==> src/rtl/march_bist_pkg.sv <==
// Shared types for the March C- BIST engine: FSM states, element indices
// and the per-element operation table.
package march_bist_pkg;

    typedef enum logic [1:0] {
        ST_IDLE  = 2'd0,
        ST_RUN   = 2'd1,
        ST_DRAIN = 2'd2,
        ST_DONE  = 2'd3
    } state_t;

    localparam int ELEM_W = 3;

    localparam logic [ELEM_W-1:0] M0 = 3'd0;
    localparam logic [ELEM_W-1:0] M1 = 3'd1;
    localparam logic [ELEM_W-1:0] M2 = 3'd2;
    localparam logic [ELEM_W-1:0] M3 = 3'd3;
    localparam logic [ELEM_W-1:0] M4 = 3'd4;
    localparam logic [ELEM_W-1:0] M5 = 3'd5;

    // rd_one / wr_one select the all-ones pattern, otherwise all-zeros
    typedef struct packed {
        logic down;
        logic rd;
        logic rd_one;
        logic wr;
        logic wr_one;
    } op_t;

    function automatic logic elem_down(input logic [ELEM_W-1:0] elem);
        return (elem == M3) || (elem == M4);
    endfunction

    function automatic op_t elem_op(input logic [ELEM_W-1:0] elem);
        op_t op;
        op = '0;
        case (elem)
            M0:      op = '{down: 1'b0, rd: 1'b0, rd_one: 1'b0, wr: 1'b1, wr_one: 1'b0};
            M1:      op = '{down: 1'b0, rd: 1'b1, rd_one: 1'b0, wr: 1'b1, wr_one: 1'b1};
            M2:      op = '{down: 1'b0, rd: 1'b1, rd_one: 1'b1, wr: 1'b1, wr_one: 1'b0};
            M3:      op = '{down: 1'b1, rd: 1'b1, rd_one: 1'b0, wr: 1'b1, wr_one: 1'b1};
            M4:      op = '{down: 1'b1, rd: 1'b1, rd_one: 1'b1, wr: 1'b1, wr_one: 1'b0};
            M5:      op = '{down: 1'b0, rd: 1'b1, rd_one: 1'b0, wr: 1'b0, wr_one: 1'b0};
            default: op = '0;
        endcase
        return op;
    endfunction

endpackage

==> src/rtl/march_bist_if.sv <==
// RAM-side port bundle: separate read/write address ports, registered read data.
interface march_bist_if #(
    parameter int AW = 10,
    parameter int DW = 8
) ();
    logic [AW-1:0] ram_rd_addr;
    logic [AW-1:0] ram_wr_addr;
    logic [DW-1:0] ram_wr_data;
    logic          ram_wr_en;
    logic [DW-1:0] ram_rd_data;

    modport master (
        output ram_rd_addr,
        output ram_wr_addr,
        output ram_wr_data,
        output ram_wr_en,
        input  ram_rd_data
    );

    modport slave (
        input  ram_rd_addr,
        input  ram_wr_addr,
        input  ram_wr_data,
        input  ram_wr_en,
        output ram_rd_data
    );
endinterface

==> src/rtl/march_bist_cmp_pipe.sv <==
// Read-tag delay line matching the RAM read latency, plus the data comparator
// that flags a miscompare when a tagged read returns.
module bist_cmp_pipe
    import march_bist_pkg::*;
#(
    parameter int AW     = 10,
    parameter int DW     = 8,
    parameter int RD_LAT = 1
) (
    input  logic              clk,
    input  logic              rst,
    input  logic              i_valid,
    input  logic [DW-1:0]     i_exp,
    input  logic [AW-1:0]     i_addr,
    input  logic [ELEM_W-1:0] i_elem,
    input  logic [DW-1:0]     i_rd_data,
    output logic              o_miscmp,
    output logic [AW-1:0]     o_addr,
    output logic [ELEM_W-1:0] o_elem,
    output logic [DW-1:0]     o_exp,
    output logic [DW-1:0]     o_act
);

    typedef struct packed {
        logic              valid;
        logic [DW-1:0]     exp;
        logic [AW-1:0]     addr;
        logic [ELEM_W-1:0] elem;
    } tag_t;

    // w_tap[0] is the issuing cycle, w_tap[RD_LAT] lines up with ram read data
    tag_t w_tap [RD_LAT+1];

    assign w_tap[0] = '{valid: i_valid, exp: i_exp, addr: i_addr, elem: i_elem};

    generate
        for (genvar gi = 0; gi < RD_LAT; gi++) begin : g_stage
            tag_t r_tag;

            always_ff @(posedge clk) begin
                if (rst) begin
                    r_tag <= '0;
                end else begin
                    r_tag <= w_tap[gi];
                end
            end

            assign w_tap[gi+1] = r_tag;
        end
    endgenerate

    assign o_miscmp = w_tap[RD_LAT].valid && (i_rd_data != w_tap[RD_LAT].exp);
    assign o_addr   = w_tap[RD_LAT].addr;
    assign o_elem   = w_tap[RD_LAT].elem;
    assign o_exp    = w_tap[RD_LAT].exp;
    assign o_act    = i_rd_data;

endmodule

==> src/rtl/march_bist.sv <==
// March C- BIST engine: takes over the RAM ports while running, sequences the
// six March elements and records pass/fail with first-failure diagnostics.
module march_bist
    import march_bist_pkg::*;
#(
    parameter int AW           = 10,
    parameter int DW           = 8,
    parameter int RD_LAT       = 1,
    parameter int STOP_ON_FAIL = 0
) (
    input  logic              clk,
    input  logic              rst,
    input  logic              start,
    input  logic [AW-1:0]     sys_rd_addr,
    input  logic [AW-1:0]     sys_wr_addr,
    input  logic [DW-1:0]     sys_wr_data,
    input  logic              sys_wr_en,
    march_bist_if.master      ram,
    output logic              busy,
    output logic              done,
    output logic              pass,
    output logic              fail,
    output logic [AW-1:0]     fail_addr,
    output logic [ELEM_W-1:0] fail_elem,
    output logic [DW-1:0]     fail_exp,
    output logic [DW-1:0]     fail_act,
    output logic [15:0]       fail_count
);

    localparam int CW = (RD_LAT > 1) ? $clog2(RD_LAT) : 1;
    localparam logic [CW-1:0] DRAIN_LAST = CW'(RD_LAT - 1);

    state_t            r_state;
    state_t            w_state_next;
    logic [AW-1:0]     r_addr;
    logic [ELEM_W-1:0] r_elem;
    logic              r_phase;
    logic [CW-1:0]     r_drain_cnt;

    logic [AW-1:0]     r_fail_addr;
    logic [ELEM_W-1:0] r_fail_elem;
    logic [DW-1:0]     r_fail_exp;
    logic [DW-1:0]     r_fail_act;
    logic [15:0]       r_fail_count;

    op_t               w_op;
    logic              w_run;
    logic              w_busy;
    logic              w_start_acc;
    logic              w_is_rd;
    logic              w_is_wr;
    logic              w_addr_done;
    logic              w_term;
    logic              w_last_op;
    logic              w_stop;
    logic [ELEM_W-1:0] w_elem_next;
    logic              w_fail_hit;

    logic              w_miscmp;
    logic [AW-1:0]     w_cmp_addr;
    logic [ELEM_W-1:0] w_cmp_elem;
    logic [DW-1:0]     w_cmp_exp;
    logic [DW-1:0]     w_cmp_act;

    assign w_run       = (r_state == ST_RUN);
    assign w_busy      = (r_state == ST_RUN) || (r_state == ST_DRAIN);
    assign w_start_acc = start && ((r_state == ST_IDLE) || (r_state == ST_DONE));

    // Read-then-write elements spend phase 0 reading and phase 1 writing
    assign w_op        = elem_op(r_elem);
    assign w_is_rd     = w_run && w_op.rd && (!w_op.wr || !r_phase);
    assign w_is_wr     = w_run && w_op.wr && (!w_op.rd || r_phase);
    assign w_addr_done = !(w_op.rd && w_op.wr) || r_phase;
    assign w_term      = w_op.down ? (r_addr == '0) : (r_addr == '1);
    assign w_last_op   = w_run && (r_elem == M5) && w_addr_done && w_term;
    assign w_elem_next = r_elem + 3'd1;
    assign w_fail_hit  = w_busy && w_miscmp;
    assign w_stop      = (STOP_ON_FAIL != 0) && w_fail_hit;

    always_ff @(posedge clk) begin
        if (rst) begin
            r_state <= ST_IDLE;
        end else begin
            r_state <= w_state_next;
        end
    end

    always_comb begin
        w_state_next = r_state;
        case (r_state)
            ST_IDLE, ST_DONE: begin
                if (start) begin
                    w_state_next = ST_RUN;
                end
            end
            ST_RUN: begin
                if (w_last_op || w_stop) begin
                    w_state_next = ST_DRAIN;
                end
            end
            ST_DRAIN: begin
                if (r_drain_cnt == DRAIN_LAST) begin
                    w_state_next = ST_DONE;
                end
            end
            default: w_state_next = ST_IDLE;
        endcase
    end

    // Address/element sequencer; the counter never wraps visibly because the
    // element changes on the terminal address and reloads the start address.
    always_ff @(posedge clk) begin
        if (rst || w_start_acc) begin
            r_addr  <= '0;
            r_elem  <= M0;
            r_phase <= 1'b0;
        end else if (w_run) begin
            if (w_addr_done) begin
                r_phase <= 1'b0;
                if (w_term) begin
                    r_elem <= w_elem_next;
                    r_addr <= elem_down(w_elem_next) ? '1 : '0;
                end else begin
                    r_addr <= w_op.down ? (r_addr - AW'(1)) : (r_addr + AW'(1));
                end
            end else begin
                r_phase <= 1'b1;
            end
        end
    end

    always_ff @(posedge clk) begin
        if (rst || (r_state != ST_DRAIN)) begin
            r_drain_cnt <= '0;
        end else begin
            r_drain_cnt <= r_drain_cnt + CW'(1);
        end
    end

    bist_cmp_pipe #(
        .AW     (AW),
        .DW     (DW),
        .RD_LAT (RD_LAT)
    ) u_cmp (
        .clk       (clk),
        .rst       (rst),
        .i_valid   (w_is_rd),
        .i_exp     ({DW{w_op.rd_one}}),
        .i_addr    (r_addr),
        .i_elem    (r_elem),
        .i_rd_data (ram.ram_rd_data),
        .o_miscmp  (w_miscmp),
        .o_addr    (w_cmp_addr),
        .o_elem    (w_cmp_elem),
        .o_exp     (w_cmp_exp),
        .o_act     (w_cmp_act)
    );

    // Diagnostics capture only the first miscompare; the count keeps going
    always_ff @(posedge clk) begin
        if (rst || w_start_acc) begin
            r_fail_addr  <= '0;
            r_fail_elem  <= '0;
            r_fail_exp   <= '0;
            r_fail_act   <= '0;
            r_fail_count <= '0;
        end else if (w_fail_hit) begin
            if (r_fail_count != 16'hFFFF) begin
                r_fail_count <= r_fail_count + 16'd1;
            end
            if (r_fail_count == 16'd0) begin
                r_fail_addr <= w_cmp_addr;
                r_fail_elem <= w_cmp_elem;
                r_fail_exp  <= w_cmp_exp;
                r_fail_act  <= w_cmp_act;
            end
        end
    end

    assign ram.ram_rd_addr = w_busy ? r_addr : sys_rd_addr;
    assign ram.ram_wr_addr = w_busy ? r_addr : sys_wr_addr;
    assign ram.ram_wr_data = w_busy ? {DW{w_op.wr_one}} : sys_wr_data;
    assign ram.ram_wr_en   = w_busy ? w_is_wr : sys_wr_en;

    assign busy       = w_busy;
    assign done       = (r_state == ST_DONE);
    assign pass       = done && (r_fail_count == 16'd0);
    assign fail       = done && (r_fail_count != 16'd0);
    assign fail_addr  = r_fail_addr;
    assign fail_elem  = r_fail_elem;
    assign fail_exp   = r_fail_exp;
    assign fail_act   = r_fail_act;
    assign fail_count = r_fail_count;

endmodule

==> src/flat_wrapper.sv <==
// flat-port wrapper written by rule: the top's interface ports become plain ports
module march_bist_flat import march_bist_pkg::*;
#(
    parameter int AW           = 10,
    parameter int DW           = 8,
    parameter int RD_LAT       = 1,
    parameter int STOP_ON_FAIL = 0
)
  (clk, rst, start, sys_rd_addr, sys_wr_addr, sys_wr_data, sys_wr_en, busy, done, pass, fail, fail_addr, fail_elem, fail_exp, fail_act, fail_count, ram_ram_rd_addr, ram_ram_wr_addr, ram_ram_wr_data, ram_ram_wr_en, ram_ram_rd_data);
  march_bist_if #(.AW(AW), .DW(DW)) ram_i ();
  input  logic clk;
  input  logic rst;
  input  logic start;
  input  logic [AW-1:0] sys_rd_addr;
  input  logic [AW-1:0] sys_wr_addr;
  input  logic [DW-1:0] sys_wr_data;
  input  logic sys_wr_en;
  output logic busy;
  output logic done;
  output logic pass;
  output logic fail;
  output logic [AW-1:0] fail_addr;
  output logic [ELEM_W-1:0] fail_elem;
  output logic [DW-1:0] fail_exp;
  output logic [DW-1:0] fail_act;
  output logic [15:0] fail_count;
  output wire logic [$bits(ram_i.ram_rd_addr)-1:0] ram_ram_rd_addr;
  output wire logic [$bits(ram_i.ram_wr_addr)-1:0] ram_ram_wr_addr;
  output wire logic [$bits(ram_i.ram_wr_data)-1:0] ram_ram_wr_data;
  output wire logic [$bits(ram_i.ram_wr_en)-1:0] ram_ram_wr_en;
  input wire logic [$bits(ram_i.ram_rd_data)-1:0] ram_ram_rd_data;
  assign ram_ram_rd_addr = ram_i.ram_rd_addr;
  assign ram_ram_wr_addr = ram_i.ram_wr_addr;
  assign ram_ram_wr_data = ram_i.ram_wr_data;
  assign ram_ram_wr_en = ram_i.ram_wr_en;
  assign ram_i.ram_rd_data = ram_ram_rd_data;
  march_bist #(.AW(AW), .DW(DW), .RD_LAT(RD_LAT), .STOP_ON_FAIL(STOP_ON_FAIL)) u_core (.clk(clk), .rst(rst), .start(start), .sys_rd_addr(sys_rd_addr), .sys_wr_addr(sys_wr_addr), .sys_wr_data(sys_wr_data), .sys_wr_en(sys_wr_en), .ram(ram_i), .busy(busy), .done(done), .pass(pass), .fail(fail), .fail_addr(fail_addr), .fail_elem(fail_elem), .fail_exp(fail_exp), .fail_act(fail_act), .fail_count(fail_count));
endmodule
==> config.mk <==
export PLATFORM = sky130hd
export DESIGN_NAME = march_bist_flat
export DESIGN_NICKNAME = d
export VERILOG_FILES = /design/src/rtl/march_bist_pkg.sv /design/src/rtl/march_bist_if.sv /design/src/rtl/march_bist_cmp_pipe.sv /design/src/rtl/march_bist.sv /design/src/flat_wrapper.sv
export SDC_FILE = /design/constraint.sdc
export NUM_CORES = 1
export LEC_CHECK = 0
export CAP_MARGIN = 20
export CORE_MARGIN = 2
export CORE_UTILIZATION = 43
export CTS_CLUSTER_DIAMETER = 200
export DETAILED_ROUTE_END_ITERATION = 16
export PLACE_DENSITY_LB_ADDON = 0.2
export SYNTH_ARGS = -nofsm -noshare
export SYNTH_HDL_FRONTEND = slang
export SYNTH_SLANG_ARGS = --single-unit
==> constraint.sdc <==
create_clock -name clk -period 2.75 [get_ports clk]
set_clock_uncertainty 0.2 [all_clocks]
set_input_delay 0.6875 -clock clk [delete_from_list [all_inputs] [get_ports clk]]
set_output_delay 0.6875 -clock clk [all_outputs]
set_load 0.005 [all_outputs]
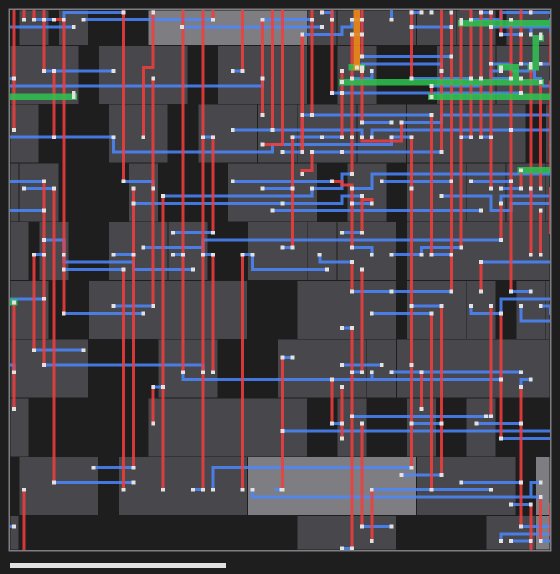
closeup.png
The bar under the picture is 10 um long. Region (12, 12) to (37, 37) um. Cells in gray, sequential cells in the stronger gray; small squares are vias.
[orange] M4
[green] M3
[red] M2
[blue] M1
cells with their middle in the window: 54
most frequent: buf_4 (6), nor2_1 (5), nand2_1 (4)
netlist names of flops here include: u_core.r_phase (1), u_core.r_state (1)
sequential cells in the window: 2

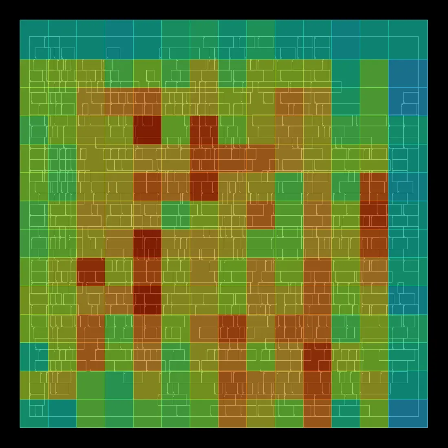
congestion_map.png
M2 GR Usage: 36.8%
average detailed-routed wire length per instance: 14.7 um
most used routing layer: met2

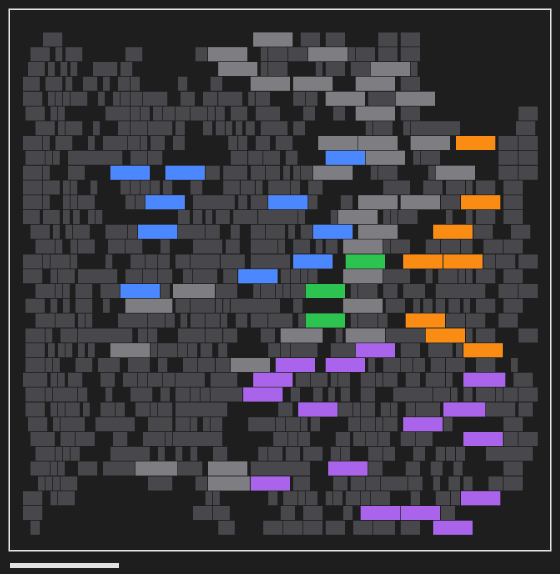
ff_map.png
The bar under the picture is 20 um long. Other sequential cells in the stronger gray, the rest of the logic in the fainter gray.
[orange] u_core.fail_act | flops: 8 | where: east
[purple] u_core.fail_count | flops: 16
[blue] u_core.r_addr | flops: 10
[green] u_core.u_cmp.o_elem | flops: 3
not colored: 33
fin util: 67.5%
sequential-cell power consumption: 1.15 mW
fraction of area in registers: 23.9%
area occupied by registers: 1410 sq um

==> run notes <==
Flow results are below.

- The flow ran to the end, but the final reports show violations.
- The final reports fail on negative setup slack.
- In the final layout, excluding clock inverters the inverter count is 15.
- Summed over all failing endpoints, the final setup total negative slack is -0.0660 ns.
- Setup repair after global routing could not meet its margin everywhere.
- The number of max-capacitance violations reported is 0, for reference.
- The net switching power figure is 1.40 mW, for reference.
- Per the detail_route report, the via count comes to 4022.
- The count of buffering cells on the critical path with inverters included is 3, for reference.
- The die covers approximately 9900 sq um.
- The number of port buffers is 117, for reference.
- The minimum hold slack is ~0.25 ns, for reference.
- STA classifies the critical path startpoint as a flip-flop.
- The number of global-route vias before repair is 3861, for reference.
- Per the timing report, the most critical flop-to-flop path finishes at u_core.fail_addr[5].
- The final timing summary puts the cycle share of the worst path at 102%.
- In the hold timing report, the worst path depth is 1.
- The clock transition at the registers of the reported paths is 0.07 ns, for reference.
- Tap insertion was completed with 108 tapcells.
- The number of vias per cell is approximately 5.4, for reference.
- The total overflow left after global routing is 0.
- For this run, the chip area from Yosys synthesis comes to 3900 sq um.
- The layout contains a multi-input combinational cell count of 362.
- The worst slack at placement is roughly 0.005 ns, for reference.
- Across all stage logs, warnings added up to 37.
- The report lists the cells along the critical path as buf_6, ha_2, nor2_2, o21ai_2, buf_6, nand2_1, clkdlybuf4s50_1.
- The critical path is of the reg2out type.
- The global-route usage over all layers is between 20% and 30%, for reference.
- The count of fill cells added during filler insertion is 735, for reference.
- The critical path runs through a total of 7 cells.
- The worst-case clock buffer depth is 2, for reference.
- The remaining antenna violation count after routing is 0, for reference.
- The biggest area consumer among synthesized cells is sky130_fd_sc_hd__dfxtp_1, for reference.
- The required time of the critical path is 1.86 ns, for reference.
- Buffers inserted to repair hold after CTS numbered 0.
- The area inside the core boundary is 8760 sq um, for reference.
- In this run, synthesis inferred 0 flip-flops with an integrated enable.
- By instance count after routing, the leading logic cell types are sky130_fd_sc_hd__nand2_1, sky130_fd_sc_hd__clkdlybuf4s50_1, sky130_fd_sc_hd__dfxtp_1, sky130_fd_sc_hd__buf_4, sky130_fd_sc_hd__nor2_1.
- The post-detailed-route DRC marker count is 0, for reference.
- The met1 track utilization from global routing is 27.1%, for reference.
- Dividing total power by cell area gives a power density of 671 nW/um^2.
- Note, the detailed placer reported a final HPWL of 7540 um.
- The register-to-register setup slack is 0.10 ns, for reference.
- Per the breakdown, switching nets consume 35.3% of all power.
- The dominant power group is combinational logic, for reference.
- Yosys stat counts 476 cells in the synthesized netlist.
- The maximum clock frequency is 355 MHz, for reference.
- The part of the total power dissipated in combinational logic is 50.5%, for reference.
- Per the post-synthesis stats, the area per cell is 8.20 sq um.
- Looking at the reg2reg group, the worst path starts from u_core.fail_count[0].
- The maximum fanout encountered on the critical timing path is 6, for reference.
- In this run, the clock network consumes approximately a fifth of the power.
- The leakage component of the power was reported as 2.68 nW.
- The start point of the worst hold path is u_core.r_drain_cnt, for reference.
- The power after layout is 3.97 mW, for reference.
- Among all stages on the critical path, the maximum delay recorded is 0.49 ns.
- The final timing report lists a hold violation count of 0.
- After synthesis, the cell types taking the most area are sky130_fd_sc_hd__dfxtp_1, sky130_fd_sc_hd__nand2_1, sky130_fd_sc_hd__ha_1, sky130_fd_sc_hd__mux2i_1, sky130_fd_sc_hd__nor2_1.
- The share of the Yosys chip area taken by registers is 35.9%.
- The H-tree depth is 3, for reference.
- In this run, placement finished with an instance count of approximately 700.
- At the later pin of the worst-skew pair, clock insertion delay measures roughly 0.35 ns.
- The max-slew violation total from the final report is 0, for reference.
- The combinational power is 2.00 mW, for reference.
- The area growth from synthesis to layout is 51.6%.
- The violation tally recorded at the end of detailed-routing iteration 0 is 189.
- The count of antenna diodes in the layout is 0, for reference.
- The top-area cell type share of the netlist area is a little over a third, for reference.
- Measured in cells, the most critical reg-to-reg path has a length of 15.
- Once routing completed, OpenROAD measured the worst setup slack at -0.0660 ns.
- The final setup violation count is 1, for reference.
- The first-pass GRT wire length is roughly 18000 um, for reference.
- The number of gates resized after CTS was 54.
- In the log, the iteration count for the first detailed-route pass is 5.
- The largest vdd supply drop is ~0.62 mV, for reference.
- The net count after synthesis is 539, for reference.
- The floorplan die height is 99.3 um, for reference.
- The count of non-filler cells in the finished layout is 747, for reference.
- The async set-reset flop share out of synthesis is 0%, for reference.
- The cell at the root of the clock tree is sky130_fd_sc_hd__clkbuf_8, for reference.
cells in the mapped netlist (2+ instances only):
| cell | number |
|---|---|
| sky130_fd_sc_hd__xnor2_1 | 4 |
| sky130_fd_sc_hd__nand2_1 | 87 |
| sky130_fd_sc_hd__a21o_1 | 3 |
| sky130_fd_sc_hd__o2111ai_1 | 3 |
| sky130_fd_sc_hd__clkbuf_1 | 14 |
| sky130_fd_sc_hd__or4_4 | 2 |
| sky130_fd_sc_hd__or4_1 | 10 |
| sky130_fd_sc_hd__nand2b_1 | 2 |
| sky130_fd_sc_hd__a31oi_1 | 4 |
| sky130_fd_sc_hd__o31ai_1 | 10 |
| sky130_fd_sc_hd__mux2i_1 | 24 |
| sky130_fd_sc_hd__o211ai_1 | 4 |
| sky130_fd_sc_hd__buf_4 | 8 |
| sky130_fd_sc_hd__ha_1 | 22 |
| sky130_fd_sc_hd__and4_1 | 2 |
| sky130_fd_sc_hd__o21ai_0 | 15 |
| sky130_fd_sc_hd__a211oi_1 | 2 |
| sky130_fd_sc_hd__nor4_1 | 3 |
| sky130_fd_sc_hd__xor2_1 | 5 |
| sky130_fd_sc_hd__or3_1 | 6 |
| sky130_fd_sc_hd__dfxtp_1 | 70 |
| sky130_fd_sc_hd__inv_1 | 15 |
| sky130_fd_sc_hd__nand4_1 | 14 |
| sky130_fd_sc_hd__buf_1 | 2 |
| sky130_fd_sc_hd__and2_1 | 3 |
| sky130_fd_sc_hd__nand3_1 | 22 |
| sky130_fd_sc_hd__nor3_1 | 7 |
| sky130_fd_sc_hd__buf_2 | 3 |
| sky130_fd_sc_hd__nor2b_1 | 10 |
| sky130_fd_sc_hd__buf_6 | 2 |
| sky130_fd_sc_hd__a21oi_1 | 27 |
| sky130_fd_sc_hd__nor2_1 | 42 |
| sky130_fd_sc_hd__and3_1 | 2 |
| sky130_fd_sc_hd__o21bai_1 | 3 |
cell families after synthesis:
family	share of synthesized area, %
xor gates and xnor gates	2.02
muxes	7.18
AOI/OAI and AO/OA	14.6
DFF	35.9
buffers and inverters	5.48
and+or+nand+nor	27.2
adders and majority gates	7.57
worst max path at each step:
stage | end | startpoint | slack [ns]
finish | ram_ram_wr_data[7] | u_core.r_elem[1] | -0.07
global route | ram_ram_wr_data[7] | u_core.r_elem[1] | -0.13
floorplan | u_core.r_addr[9] | u_core.r_elem[1] | 0.13
CTS | ram_ram_wr_data[2] | u_core.r_elem[1] | -0.07
detailed placement | u_core.fail_count[7] | ram_ram_rd_data[3] | 0.005
global placement | ram_ram_wr_en | sys_wr_en | 0.03
per-layer routing:
| metal | routed length [um] | vias to the layer above | part of all wire (%) |
|---|---|---|---|
| met3 | 836 | 16 | 7.6 |
| met2 | 5280 | 158 | 48 |
| met1 | 4700 | 1858 | 43 |
| li1 | - | 1990 | - |
| met5 | 0 | - | 0 |
| met4 | 159 | 0 | 1.4 |
flip-flops by register name, indices dropped and copies added, names as in the netlist, 3 cells and up:
name and cells:
u_core.fail_elem 3, u_core.r_addr 10, u_core.fail_act 8, u_core.r_elem 3, u_core.u_cmp.o_addr 10, u_core.fail_addr 10, u_core.fail_count 16, u_core.u_cmp.o_elem 3
Power figures rest on the tool's default switching activity, not on a simulated workload.
